$ cat src/rtl/joint_pwm_ramp_ctrl.sv
// Per-joint duty sequencer: once per PWM period, sweeps all joints and slews each
// registered duty toward its commanded target, with command watchdog and global enable.
module joint_pwm_ramp_ctrl #(
  parameter int JOINTS     = 4,
  parameter int PWM_PERIOD = 100000,
  parameter int RAMP_STEP  = 100,
  parameter int WDT_CYCLES = 5000000
) (
  input  logic                 clk,
  input  logic                 rst_n,
  input  logic                 enable,
  input  logic                 cmd_valid,
  output logic                 cmd_ready,
  input  logic [3:0]           cmd_joint,
  input  logic [31:0]          cmd_value,
  output logic [32*JOINTS-1:0] duty_cmd,
  output logic                 period_tick,
  output logic                 busy,
  output logic                 fault
);

  localparam int CNT_W = $clog2(PWM_PERIOD + 1);
  localparam int WDT_W = $clog2(WDT_CYCLES + 1);

  localparam logic [CNT_W-1:0]  LAST_CNT = CNT_W'(PWM_PERIOD - 1);
  localparam logic [WDT_W-1:0]  WDT_LAST = WDT_W'(WDT_CYCLES - 1);
  localparam logic [3:0]        LAST_IDX = 4'(JOINTS - 1);
  localparam logic [4:0]        N_JOINT  = 5'(JOINTS);
  localparam logic signed [32:0] LIM     = 33'(PWM_PERIOD);
  localparam logic signed [32:0] STEP    = 33'(RAMP_STEP);

  typedef enum logic {IDLE, UPDATE} state_e;

  // Saturate a signed 32-bit target to +/-PWM_PERIOD.
  function automatic logic [31:0] clamp_duty(input logic [31:0] v);
    logic signed [32:0] w;
    w = $signed({v[31], v});
    if (w > LIM)       w = LIM;
    else if (w < -LIM) w = -LIM;
    return w[31:0];
  endfunction

  // One slew step. Opposite-signed target first drains the duty to exactly zero,
  // so a reversal always parks at zero for at least one period.
  function automatic logic [31:0] ramp_duty(input logic [31:0] cur, input logic [31:0] tgt);
    logic signed [32:0] c, t, d, r;
    logic c_pos, c_neg, t_pos, t_neg;
    c     = $signed({cur[31], cur});
    t     = $signed({tgt[31], tgt});
    d     = t - c;
    c_neg = c[32];
    t_neg = t[32];
    c_pos = !c[32] && (c != 33'sd0);
    t_pos = !t[32] && (t != 33'sd0);
    if ((c_pos && t_neg) || (c_neg && t_pos)) begin
      if (c > STEP)       r = c - STEP;
      else if (c < -STEP) r = c + STEP;
      else                r = 33'sd0;
    end else begin
      if (d > STEP)       r = c + STEP;
      else if (d < -STEP) r = c - STEP;
      else                r = t;
    end
    return r[31:0];
  endfunction

  state_e           state_q, state_d;
  logic [3:0]       idx_q, idx_d;
  logic [CNT_W-1:0] cnt_q, cnt_d;
  logic             tick_q, tick_d;
  logic [WDT_W-1:0] wdt_q, wdt_d;
  logic             fault_q, fault_d;
  logic [31:0]      tgt_q [JOINTS];
  logic [31:0]      tgt_d [JOINTS];
  logic [31:0]      duty_q [JOINTS];
  logic [31:0]      duty_d [JOINTS];

  logic             accept, joint_ok, upd_en;
  logic [3:0]       upd_j;
  logic [31:0]      cmd_clamped;

  assign cmd_ready   = (state_q == IDLE) && enable && !fault_q;
  assign busy        = (state_q == UPDATE);
  assign period_tick = tick_q;
  assign fault       = fault_q;
  assign accept      = cmd_valid && cmd_ready;
  assign joint_ok    = ({1'b0, cmd_joint} < N_JOINT);
  assign cmd_clamped = clamp_duty(cmd_value);

  for (genvar g = 0; g < JOINTS; g++) begin : g_pack
    assign duty_cmd[32*g +: 32] = duty_q[g];
  end

  always_comb begin
    // NOTE: every variable gets a default before any branch so no latch is inferred.
    cnt_d   = (cnt_q == LAST_CNT) ? '0 : cnt_q + CNT_W'(1);
    tick_d  = (cnt_d == LAST_CNT);
    state_d = state_q;
    idx_d   = idx_q;
    upd_en  = 1'b0;
    upd_j   = idx_q + 4'd1;
    tgt_d   = tgt_q;
    duty_d  = duty_q;
    wdt_d   = wdt_q;
    fault_d = fault_q;

    for (int j = 0; j < JOINTS; j++)
      if (accept && cmd_joint == 4'(j)) tgt_d[j] = cmd_clamped;

    // The write for joint idx lands on the edge entering that slot, so joint 0 is
    // handled on the tick cycle itself, using a target accepted in that same cycle.
    case (state_q)
      IDLE: begin
        if (tick_q) begin
          state_d = UPDATE;
          idx_d   = '0;
          upd_en  = 1'b1;
          upd_j   = '0;
        end
      end
      UPDATE: begin
        if (idx_q == LAST_IDX) begin
          state_d = IDLE;
        end else begin
          idx_d  = idx_q + 4'd1;
          upd_en = 1'b1;
        end
      end
      default: state_d = IDLE;
    endcase

    for (int j = 0; j < JOINTS; j++)
      if (upd_en && upd_j == 4'(j)) duty_d[j] = ramp_duty(duty_q[j], tgt_d[j]);

    if (accept && joint_ok) wdt_d = '0;
    else if (!fault_q)      wdt_d = wdt_q + WDT_W'(1);
    if (wdt_d == WDT_LAST) fault_d = 1'b1;

    if (fault_d)
      for (int j = 0; j < JOINTS; j++) tgt_d[j] = '0;

    if (!enable) begin
      state_d = IDLE;
      idx_d   = '0;
      wdt_d   = '0;
      fault_d = 1'b0;
      for (int j = 0; j < JOINTS; j++) begin
        tgt_d[j]  = '0;
        duty_d[j] = '0;
      end
    end
  end

  always_ff @(posedge clk or negedge rst_n) begin
    if (!rst_n) begin
      state_q <= IDLE;
      idx_q   <= '0;
      cnt_q   <= '0;
      tick_q  <= 1'b0;
      wdt_q   <= '0;
      fault_q <= 1'b0;
      // NOTE: target/duty banks are plain flops driving outputs, so they are reset too.
      for (int j = 0; j < JOINTS; j++) begin
        tgt_q[j]  <= '0;
        duty_q[j] <= '0;
      end
    end else begin
      // NOTE: state updates use non-blocking assignment; the comb block above uses blocking.
      state_q <= state_d;
      idx_q   <= idx_d;
      cnt_q   <= cnt_d;
      tick_q  <= tick_d;
      wdt_q   <= wdt_d;
      fault_q <= fault_d;
      for (int j = 0; j < JOINTS; j++) begin
        tgt_q[j]  <= tgt_d[j];
        duty_q[j] <= duty_d[j];
      end
    end
  end

endmodule

$ cat config.mk
export PLATFORM = sky130hd
export DESIGN_NAME = joint_pwm_ramp_ctrl
export DESIGN_NICKNAME = d
export VERILOG_FILES = /design/src/rtl/joint_pwm_ramp_ctrl.sv
export SDC_FILE = /design/constraint.sdc
export NUM_CORES = 2
export LEC_CHECK = 0
export CAP_MARGIN = 15
export CORE_MARGIN = 3
export CORE_UTILIZATION = 25
export CTS_CLUSTER_DIAMETER = 120
export DETAILED_ROUTE_END_ITERATION = 8
export GPL_TIMING_DRIVEN = 0
export HOLD_SLACK_MARGIN = 0.12
export PLACE_DENSITY_LB_ADDON = 0.25
export SYNTH_ARGS = -nofsm -noshare
export SYNTH_HDL_FRONTEND = slang
export SYNTH_SLANG_ARGS = --single-unit
$ cat constraint.sdc
create_clock -name clk -period 6.9 [get_ports clk]
set_input_delay 1.38 -clock clk [delete_from_list [all_inputs] [get_ports clk]]
set_output_delay 1.38 -clock clk [all_outputs]
set_load 0.01 [all_outputs]
**Sequential cells grouped by signal name**

Scale bar: 100 um. Other sequential cells in the stronger gray, the rest of the logic in the fainter gray.
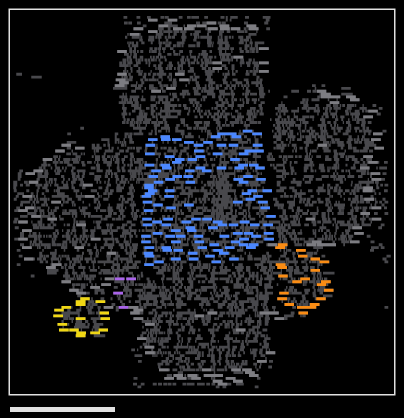
purple -> idx_q  # placed flops 4
yellow -> cnt_q  # placed flops 17, where lower left
orange -> wdt_q  # placed flops 23
blue -> tgt_q  # placed flops 128, where center

**Clock routing**

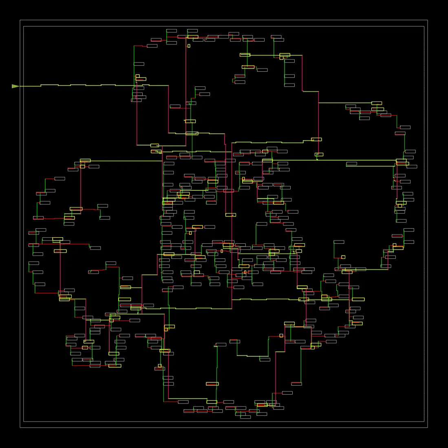
clock tree sinks: 303
Worst-Skew Late Latency: 0.64 ns
layout sequential cell count: 303

**I/O pins on the die edge**

Scale bar: 100 um. Pins as bars across the die edge, other pins in gray.
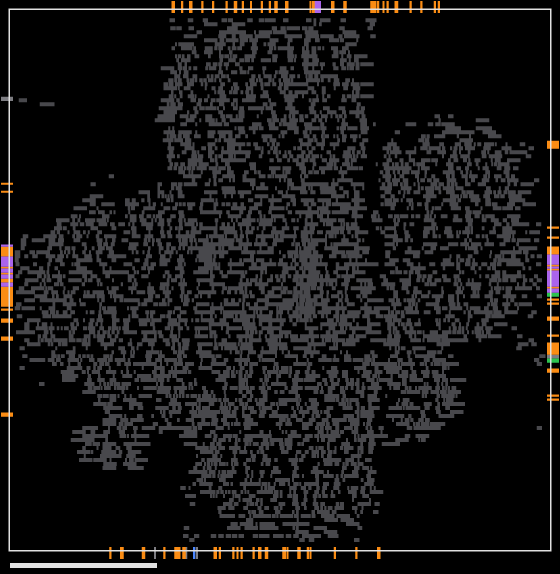
orange -> duty_cmd  # pins 128, direction output, edge 38 top, 34 bottom, 28 right, 28 left
green -> cmd_joint  # pins 4, direction input, edge right
blue -> busy  # pins 1, direction output, edge bottom
purple -> cmd_value  # pins 32, direction input, edge 16 right, 12 left, 4 top
all pins by edge = 50 right, 42 left, 42 top, 38 bottom

==> results.txt <==
The layout was made with Yosys and OpenROAD.

Combinational cells consume a total of 9.33 mW. Across all setup checks in the final design, the least slack found is 0.0344 ns. The startpoint of the lowest-slack register-to-register path is fault.

The clock period minus worst slack is 6.87 ns. The most frequently placed logic cell in the final layout is nor2_1. According to the timing report, the data required time at the worst endpoint equals 7.40 ns.

The met2 global-route usage is 34.1%. STA classifies the critical path endpoint as a flop. The clock tree cell share of total cell area is 4.27%. The total die size is 135000 um^2.

In this run the remaining antenna-violating nets after routing total 0. The synth_stat.txt file lists the number of cells as 4538. The max capacitance violation total is 0. The routed layout reports a DRC error count of 0. Of the synthesized area, sequential elements account for 23.2%.

Setup slack on the worst path after placement came out at -3.53 ns. In the final design database the tool counted 5046 nets. The design draws 14.5 mW. The flow ran to the end, and the final reports show no timing, DRC or antenna violations.

Post-CTS repair ended up resizing 434 cells. The final antenna diode tally reported by the flow is 3. The worst IR drop on VDD is 0.000185 V. The fraction of synthesized area in multiplexers is 1.58%. The source of the critical timing path is enable.

The combined area of all synthesized cells is 32700 um^2. The count of cells in the finished layout, fillers not included, comes to 6619. The depth of the critical timing path with buffers and inverters included is 24. The reg-to-reg setup timing slack is 0.09 ns. In the final layout, excluding clock buffers the buffer count is 558. The worst setup path is launched from a primary input. The post-cts hold buffer count is 0. The initial antenna violation count is 4. The HPWL after detailed placement is 121 mm.
Power figures rest on the tool's default switching activity, not on a simulated workload.
